clock_map.png
(4 px per um)
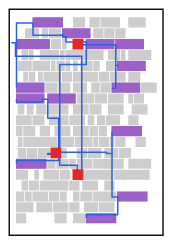
cell_classes.png
(4 px per um)
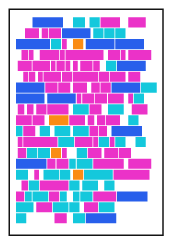
final_placement.png
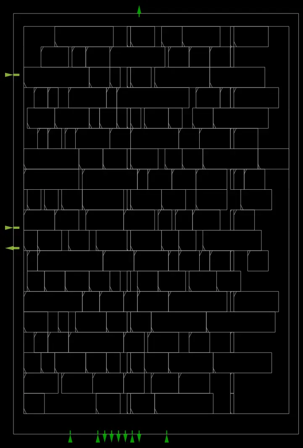
port_nets.png
(8 px per um)
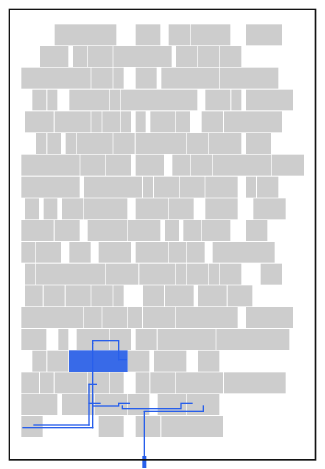
registers.png
(4 px per um) Other sequential cells in the stronger gray, the rest of the logic in the fainter gray.
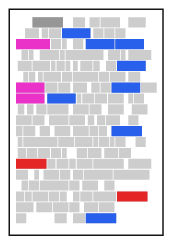
## config.mk

```make
export PLATFORM = sky130hd
export DESIGN_NAME = pipeline_stall_ctrl
export DESIGN_NICKNAME = d
export VERILOG_FILES = /design/src/rtl/pipeline_ctrl_pkg.sv /design/src/rtl/stall_stat_counters.sv /design/src/rtl/pipeline_stall_ctrl.sv
export SDC_FILE = /design/constraint.sdc
export NUM_CORES = 1
export LEC_CHECK = 0
export CORE_ASPECT_RATIO = 1.5
export CORE_UTILIZATION = 44
export DETAILED_ROUTE_END_ITERATION = 12
export PLACE_DENSITY = 0.78
export SLEW_MARGIN = 20
export SYNTH_ARGS = -nofsm -noshare
export SYNTH_HDL_FRONTEND = slang
export SYNTH_SLANG_ARGS = --single-unit
```

## constraint.sdc

```tcl
create_clock -name clk -period 1.3 [get_ports clk]
set_input_delay 0.325 -clock clk [delete_from_list [all_inputs] [get_ports clk]]
set_output_delay 0.325 -clock clk [all_outputs]
set_load 0.005 [all_outputs]
```

## src/rtl/pipeline_ctrl_pkg.sv

```systemverilog
`default_nettype none
// ============================================================================
// Module      : pipeline_ctrl_pkg
// Description : Shared types, widths and helpers for the pipeline stall
//               controller and its statistics counters.
// Revision    : 1.0 - initial release
// ============================================================================
package pipeline_ctrl_pkg;

    typedef enum logic [1:0] {
        RUN      = 2'd0,
        MEM_WAIT = 2'd1,
        FLUSH    = 2'd2,
        HALTED   = 2'd3
    } stall_state_t;

    // Encoding of the NOP loaded into a flushed pipeline register (addi x0,x0,0).
    localparam logic [31:0] NOP_INSTR = 32'h0000_0013;

    localparam int c_flush_cnt_w = 3;
    localparam int c_wait_cnt_w  = 8;
    localparam int c_stat_cnt_w  = 16;

    function automatic logic [c_wait_cnt_w-1:0] sat_inc_wait(input logic [c_wait_cnt_w-1:0] v);
        return (&v) ? v : v + 1'b1;
    endfunction

endpackage
`default_nettype wire

```

## src/rtl/stall_stat_counters.sv

```systemverilog
`default_nettype none
// ============================================================================
// Module      : stall_stat_counters
// Description : Bank of saturating event counters, one per increment strobe.
// Revision    : 1.0 - initial release
// ============================================================================
module stall_stat_counters
    import pipeline_ctrl_pkg::*;
#(
    parameter int NUM_CNT = 3,
    parameter int CNT_W   = c_stat_cnt_w
) (
    input  logic                     clk,
    input  logic                     reset,
    input  logic [NUM_CNT-1:0]       inc,
    output logic [NUM_CNT*CNT_W-1:0] cnt
);

    for (genvar i = 0; i < NUM_CNT; i++) begin : g_cnt
        logic [CNT_W-1:0] r_cnt;

        always_ff @(posedge clk) begin
            if (reset) begin
                r_cnt <= '0;
            end else if (inc[i] && !(&r_cnt)) begin
                r_cnt <= r_cnt + 1'b1;
            end
        end

        assign cnt[i*CNT_W +: CNT_W] = r_cnt;
    end

endmodule
`default_nettype wire

```

## src/rtl/pipeline_stall_ctrl.sv

```systemverilog
`default_nettype none
// ============================================================================
// Module      : pipeline_stall_ctrl
// Description : Turns load-use, branch, memory-wait and halt requests into
//               per-stage write/flush/bubble controls. Optional statistics
//               counters are built when STALL_STATS_EN is defined.
// Revision    : 1.0 - initial release
// ============================================================================
module pipeline_stall_ctrl
    import pipeline_ctrl_pkg::*;
#(
    parameter int FLUSH_CYCLES = 1,
    parameter int MEM_TIMEOUT  = 64
) (
    input  logic        clk,
    input  logic        reset,
    input  logic        load_use_stall,
    input  logic        branch_taken,
    input  logic        mem_busy,
    input  logic        halt_req,
    output logic        pc_write,
    output logic        if_id_write,
    output logic        if_id_flush,
    output logic        id_ex_bubble,
    output logic        ex_mem_write,
    output logic        done,
    output logic        mem_timeout
`ifdef STALL_STATS_EN
    ,
    output logic [15:0] load_stall_cnt,
    output logic [15:0] flush_cnt_total,
    output logic [15:0] mem_wait_cnt
`endif
);

    localparam logic [c_flush_cnt_w-1:0] c_flush_reload = c_flush_cnt_w'(FLUSH_CYCLES - 1);
    localparam logic [c_wait_cnt_w-1:0]  c_mem_timeout  = c_wait_cnt_w'(MEM_TIMEOUT);
    localparam logic [c_wait_cnt_w-1:0]  c_wait_first   = c_wait_cnt_w'(1);
    localparam logic                     c_multi_flush  = (FLUSH_CYCLES > 1);

    stall_state_t              r_state;
    stall_state_t              w_state_nxt;
    logic [c_flush_cnt_w-1:0]  r_flush_cnt;
    logic [c_flush_cnt_w-1:0]  w_flush_cnt_nxt;
    logic [c_wait_cnt_w-1:0]   r_wait_cnt;
    logic [c_wait_cnt_w-1:0]   w_wait_cnt_nxt;
    logic                      r_mem_timeout;
    logic                      w_timeout_hit;

    always_ff @(posedge clk) begin
        if (reset) begin
            r_state       <= RUN;
            r_flush_cnt   <= '0;
            r_wait_cnt    <= '0;
            r_mem_timeout <= 1'b0;
        end else begin
            r_state       <= w_state_nxt;
            r_flush_cnt   <= w_flush_cnt_nxt;
            r_wait_cnt    <= w_wait_cnt_nxt;
            r_mem_timeout <= r_mem_timeout | w_timeout_hit;
        end
    end

    assign mem_timeout = r_mem_timeout;

    always_comb begin
        pc_write        = 1'b1;
        if_id_write     = 1'b1;
        ex_mem_write    = 1'b1;
        if_id_flush     = 1'b0;
        id_ex_bubble    = 1'b0;
        done            = 1'b0;
        w_state_nxt     = r_state;
        w_flush_cnt_nxt = r_flush_cnt;
        w_wait_cnt_nxt  = r_wait_cnt;
        w_timeout_hit   = 1'b0;

        if (reset) begin
            pc_write     = 1'b0;
            if_id_write  = 1'b0;
            ex_mem_write = 1'b0;
        end else begin
            case (r_state)
                // The first ready cycle after a memory wait behaves exactly like RUN.
                RUN, MEM_WAIT: begin
                    if (mem_busy) begin
                        pc_write       = 1'b0;
                        if_id_write    = 1'b0;
                        ex_mem_write   = 1'b0;
                        w_state_nxt    = MEM_WAIT;
                        w_wait_cnt_nxt = (r_state == RUN) ? c_wait_first : sat_inc_wait(r_wait_cnt);
                        w_timeout_hit  = (w_wait_cnt_nxt >= c_mem_timeout);
                    end else begin
                        w_wait_cnt_nxt = '0;
                        w_state_nxt    = RUN;
                        if (branch_taken) begin
                            if_id_flush  = 1'b1;
                            id_ex_bubble = 1'b1;
                            if (c_multi_flush) begin
                                w_state_nxt     = FLUSH;
                                w_flush_cnt_nxt = c_flush_reload;
                            end
                        end else if (load_use_stall) begin
                            pc_write     = 1'b0;
                            if_id_write  = 1'b0;
                            id_ex_bubble = 1'b1;
                        end else if (halt_req) begin
                            pc_write    = 1'b0;
                            if_id_write = 1'b0;
                            w_state_nxt = HALTED;
                        end
                    end
                end

                // Instructions seen here are on the wrong path, so stall and halt requests are dropped.
                FLUSH: begin
                    if (mem_busy) begin
                        pc_write     = 1'b0;
                        if_id_write  = 1'b0;
                        ex_mem_write = 1'b0;
                    end else begin
                        if_id_flush  = 1'b1;
                        id_ex_bubble = 1'b1;
                        if (branch_taken) begin
                            w_flush_cnt_nxt = c_flush_reload;
                        end else begin
                            w_flush_cnt_nxt = r_flush_cnt - 1'b1;
                            if (w_flush_cnt_nxt == '0) begin
                                w_state_nxt = RUN;
                            end
                        end
                    end
                end

                HALTED: begin
                    pc_write     = 1'b0;
                    if_id_write  = 1'b0;
                    ex_mem_write = 1'b0;
                    done         = 1'b1;
                end

                default: begin
                    w_state_nxt = RUN;
                end
            endcase
        end
    end

`ifdef STALL_STATS_EN
    logic [2:0]                w_stat_inc;
    logic [3*c_stat_cnt_w-1:0] w_stat_cnt;

    assign w_stat_inc[0] = id_ex_bubble & ~if_id_flush;
    assign w_stat_inc[1] = if_id_flush;
    assign w_stat_inc[2] = ~reset & mem_busy & (r_state != HALTED);

    stall_stat_counters #(
        .NUM_CNT (3),
        .CNT_W   (c_stat_cnt_w)
    ) u_stall_stat_counters (
        .clk   (clk),
        .reset (reset),
        .inc   (w_stat_inc),
        .cnt   (w_stat_cnt)
    );

    assign load_stall_cnt  = w_stat_cnt[0*c_stat_cnt_w +: c_stat_cnt_w];
    assign flush_cnt_total = w_stat_cnt[1*c_stat_cnt_w +: c_stat_cnt_w];
    assign mem_wait_cnt    = w_stat_cnt[2*c_stat_cnt_w +: c_stat_cnt_w];
`endif

endmodule
`default_nettype wire

```

==> results.json <==
{
  "status": "finished with violations",
  "violations": "negative setup slack",
  "top_cells_by_area": "dfxtp_1, a21oi_1, nor2_1",
  "slowest_delay_ns": 0.35,
  "p_seq_share_pct": 44.9,
  "top_cell": "dfxtp_1",
  "vias": 979,
  "num-multi-input-gates": 75,
  "tritoncts": "done",
  "ff_type": "dfxtp_1",
  "syn2layout_area_growth_pct": 70.16,
  "routedWlPerCell_um": 18.74,
  "top_cells_by_count": "dfxtp_1, a21oi_1, nor2_1, inv_1",
  "remaining_drc_errors": 0,
  "worstPathCellList": "a211oi_4, buf_4, o31a_1, buf_2",
  "synth_cell_type_count": 42,
  "p_int_uw": 716.5,
  "setup_viol": 19,
  "critPathKind": "reg -> out",
  "die_w_um": 38.09,
  "crit_arrival_ns": 1.35,
  "yosysWarnings": 0,
  "ys_cells": 102,
  "comb_area_um2": 704.4,
  "maxPowerGroup": "registers",
  "antenna_cells": 0,
  "drtAntennaViolNets": 0,
  "p_switching_uw": 275.6,
  "end_kind": "output port",
  "initCoreUtil_pct": 46.96,
  "grt_pass1_vias": 985,
  "maxSlewHeadroom_pct": 79.40,
  "rsz0062_at_grt": "yes",
  "worstReg2RegStart": "r_state[1]",
  "vias_per_cell": 6.006,
  "top_regs": "r_wait_cnt x8, r_flush_cnt x3, r_state x2",
  "power_density_nw_per_um2": 678.3,
  "setup_slack_ns": -0.3798,
  "cts-root-buf": "clkbuf_4",
  "tightest_slew_ns": 0.3086,
  "synth_top_cell_by_area": "dfxtp_1",
  "synthesis.area_um2": 859.6,
  "nets": 152,
  "tns_ns": -3.180,
  "cts_sinks": 14,
  "n_all_buffers": 44,
  "swShare_pct": 27.78,
  "enable_flop_cells": 0,
  "hold_slack_ns": 0.4925,
  "dr.pass1.iters": 4,
  "finalHoldViolCount": 0,
  "antenna_found_initial": 0,
  "worstPathRequired_ns": 0.98,
  "fin_total_pwr_uw": 992.1,
  "crit_slowest_cell": "dfxtp_2",
  "comb_share_pct": 48.16,
  "synth_flop_count": 14,
  "dieHeight_um": 56.13,
  "period_needed_ns": 1.680,
  "largest_reg_flops": 8,
  "timing.rr.end": "r_wait_cnt[3]",
  "placed_area_um2": 1109,
  "min_to": "r_flush_cnt[1]",
  "hold_depth": 2,
  "layout-drive-gt1-share_pct": 57.75,
  "grt_max_degree": 14,
  "final_max_slew_viol_count": 0,
  "clk_pin_slew_ns": 0.10,
  "n_clock_buffer": 4,
  "grt_first_pass_wirelength_mm": 4.505,
  "fin_crit_sh_pct": 129.2,
  "grt-ovfl-total": 0,
  "fp_nets": 111,
  "p_leak_nw": 0.5757,
  "netlist_instances": 102,
  "chip_area_um2": 2138,
  "holdCritStartpoint": "r_flush_cnt[1]",
  "ys_seq_share_pct": 32.61,
  "grt_util_met1_pct": 32.91,
  "reg2reg_depth": 8,
  "htreeDepth": 1,
  "reg2reg_slack_ns": -0.20,
  "p_comb_uw": 213,
  "totalWireLength_mm": 3.055,
  "grt_use_met2_pct": 48.67
}
Notes on clock_map.png above:
red -> cells driving clock nets  # count 3
purple -> flip-flops  # count 14
blue -> clock wires  # length 244 um
routed clock nets = 4
flops lie = all over the die
Clock Skew: 0.01237 ns
clock-net power: 334 uW
Clk Latency, worst-skew pair: 0.30 ns
clock share of power: 33.7%

Notes on cell_classes.png above:
magenta -> all other logic  # cells 80, share of their area 50%
cyan -> other buffers and delay cells  # cells 44, share of their area 27%
orange -> clock drivers and dummy loads  # cells 4, share of their area 2.5%
blue -> flip-flops  # cells 14, share of their area 20%
post-layout util: 79.90%
# rows: 19
flop share of the area: 19.85%
CORE AREA: 1831 um2

Notes on final_placement.png above:
fin cells: 163
tapcell count: 21
fillcell total: 107
flop count: 14

Notes on port_nets.png above:
blue -> ex_mem_write  # direction output, edge south, end cells 1, buffers 3, wire 68.8 um
IO Count: 13
port bufs: 12

Notes on registers.png above:
magenta -> r_flush_cnt  # flops 3
red -> r_state  # flops 2
blue -> r_wait_cnt  # flops 8
not colored = 1
Flop+latch power: 445 uW
Flop area: 290.3 um2

-- critical path, delay by kind of cell, from the launching register on --
kind	cells	cell delay (ns)
flops	1	0.35
buf+inv	2	0.28
compound gates	2	0.42
-- layer usage --
| metal | vias up | wire length (um) |
|---|---|---|
| met3 | 17 | 130 |
| met2 | 33 | 1601 |
| met1 | 473 | 1158 |
| li1 | 456 | - |
| met4 | 0 | 165 |
| met5 | - | 0 |
-- worst max-delay path by stage --
stage	cells after the start	startpoint	endpoint	slack, ns
detailed placement	4	mem_busy	if_id_write	-0.83
global route	4	r_state[1]	if_id_write	-0.41
floorplan	4	r_state[1]	pc_write	-0.06
finish	4	r_state[1]	id_ex_bubble	-0.38
global placement	4	mem_busy	pc_write	-0.78
CTS	4	r_state[1]	if_id_write	-0.31
-- placed cells by master, fill, tap and decap left out, types with 2 or more instances in the layout --
master          n
o211ai_1        2
a21oi_4         2
nand3_2         2
nand3_1         2
dfxtp_2         5
nor4_2          2
or3b_4          2
buf_2           5
o31a_1          2
nand2_2         2
ha_1            2
dlygate4sd2_1   5
nand2_1         2
a21oi_2         5
a21oi_1         4
dfxtp_1         8
buf_4          20
buf_6          12
inv_1           5
xor2_1          2
and3_4          2
nor3_2          3
nor2_1          9
clkbuf_4        3
-- cell families (layout without fill, tap and decap cells) --
logic type | count (synthesis) | after routing | synth area share (%)
xor+xnor | 3 | 3 | 3.057
compound gates | 26 | 26 | 20.96
simple gates | 42 | 42 | 29.41
fa+ha+maj | 3 | 3 | 4.367
mux | 1 | 1 | 1.165
flops | 14 | 14 | 32.61
buf+inv | 13 | 53 | 8.443
-- what timing repair did --
action | in CTS | in global routing
hold buffers | 0 | 0
pin swaps | 11 | 13
buffers inserted | 11 | 4
hold endpoints to repair | 0 | 0
resized | 57 | 28
setup endpoints to repair | 17 | 20
No activity file was given, so power comes from the tool's default toggle rates.
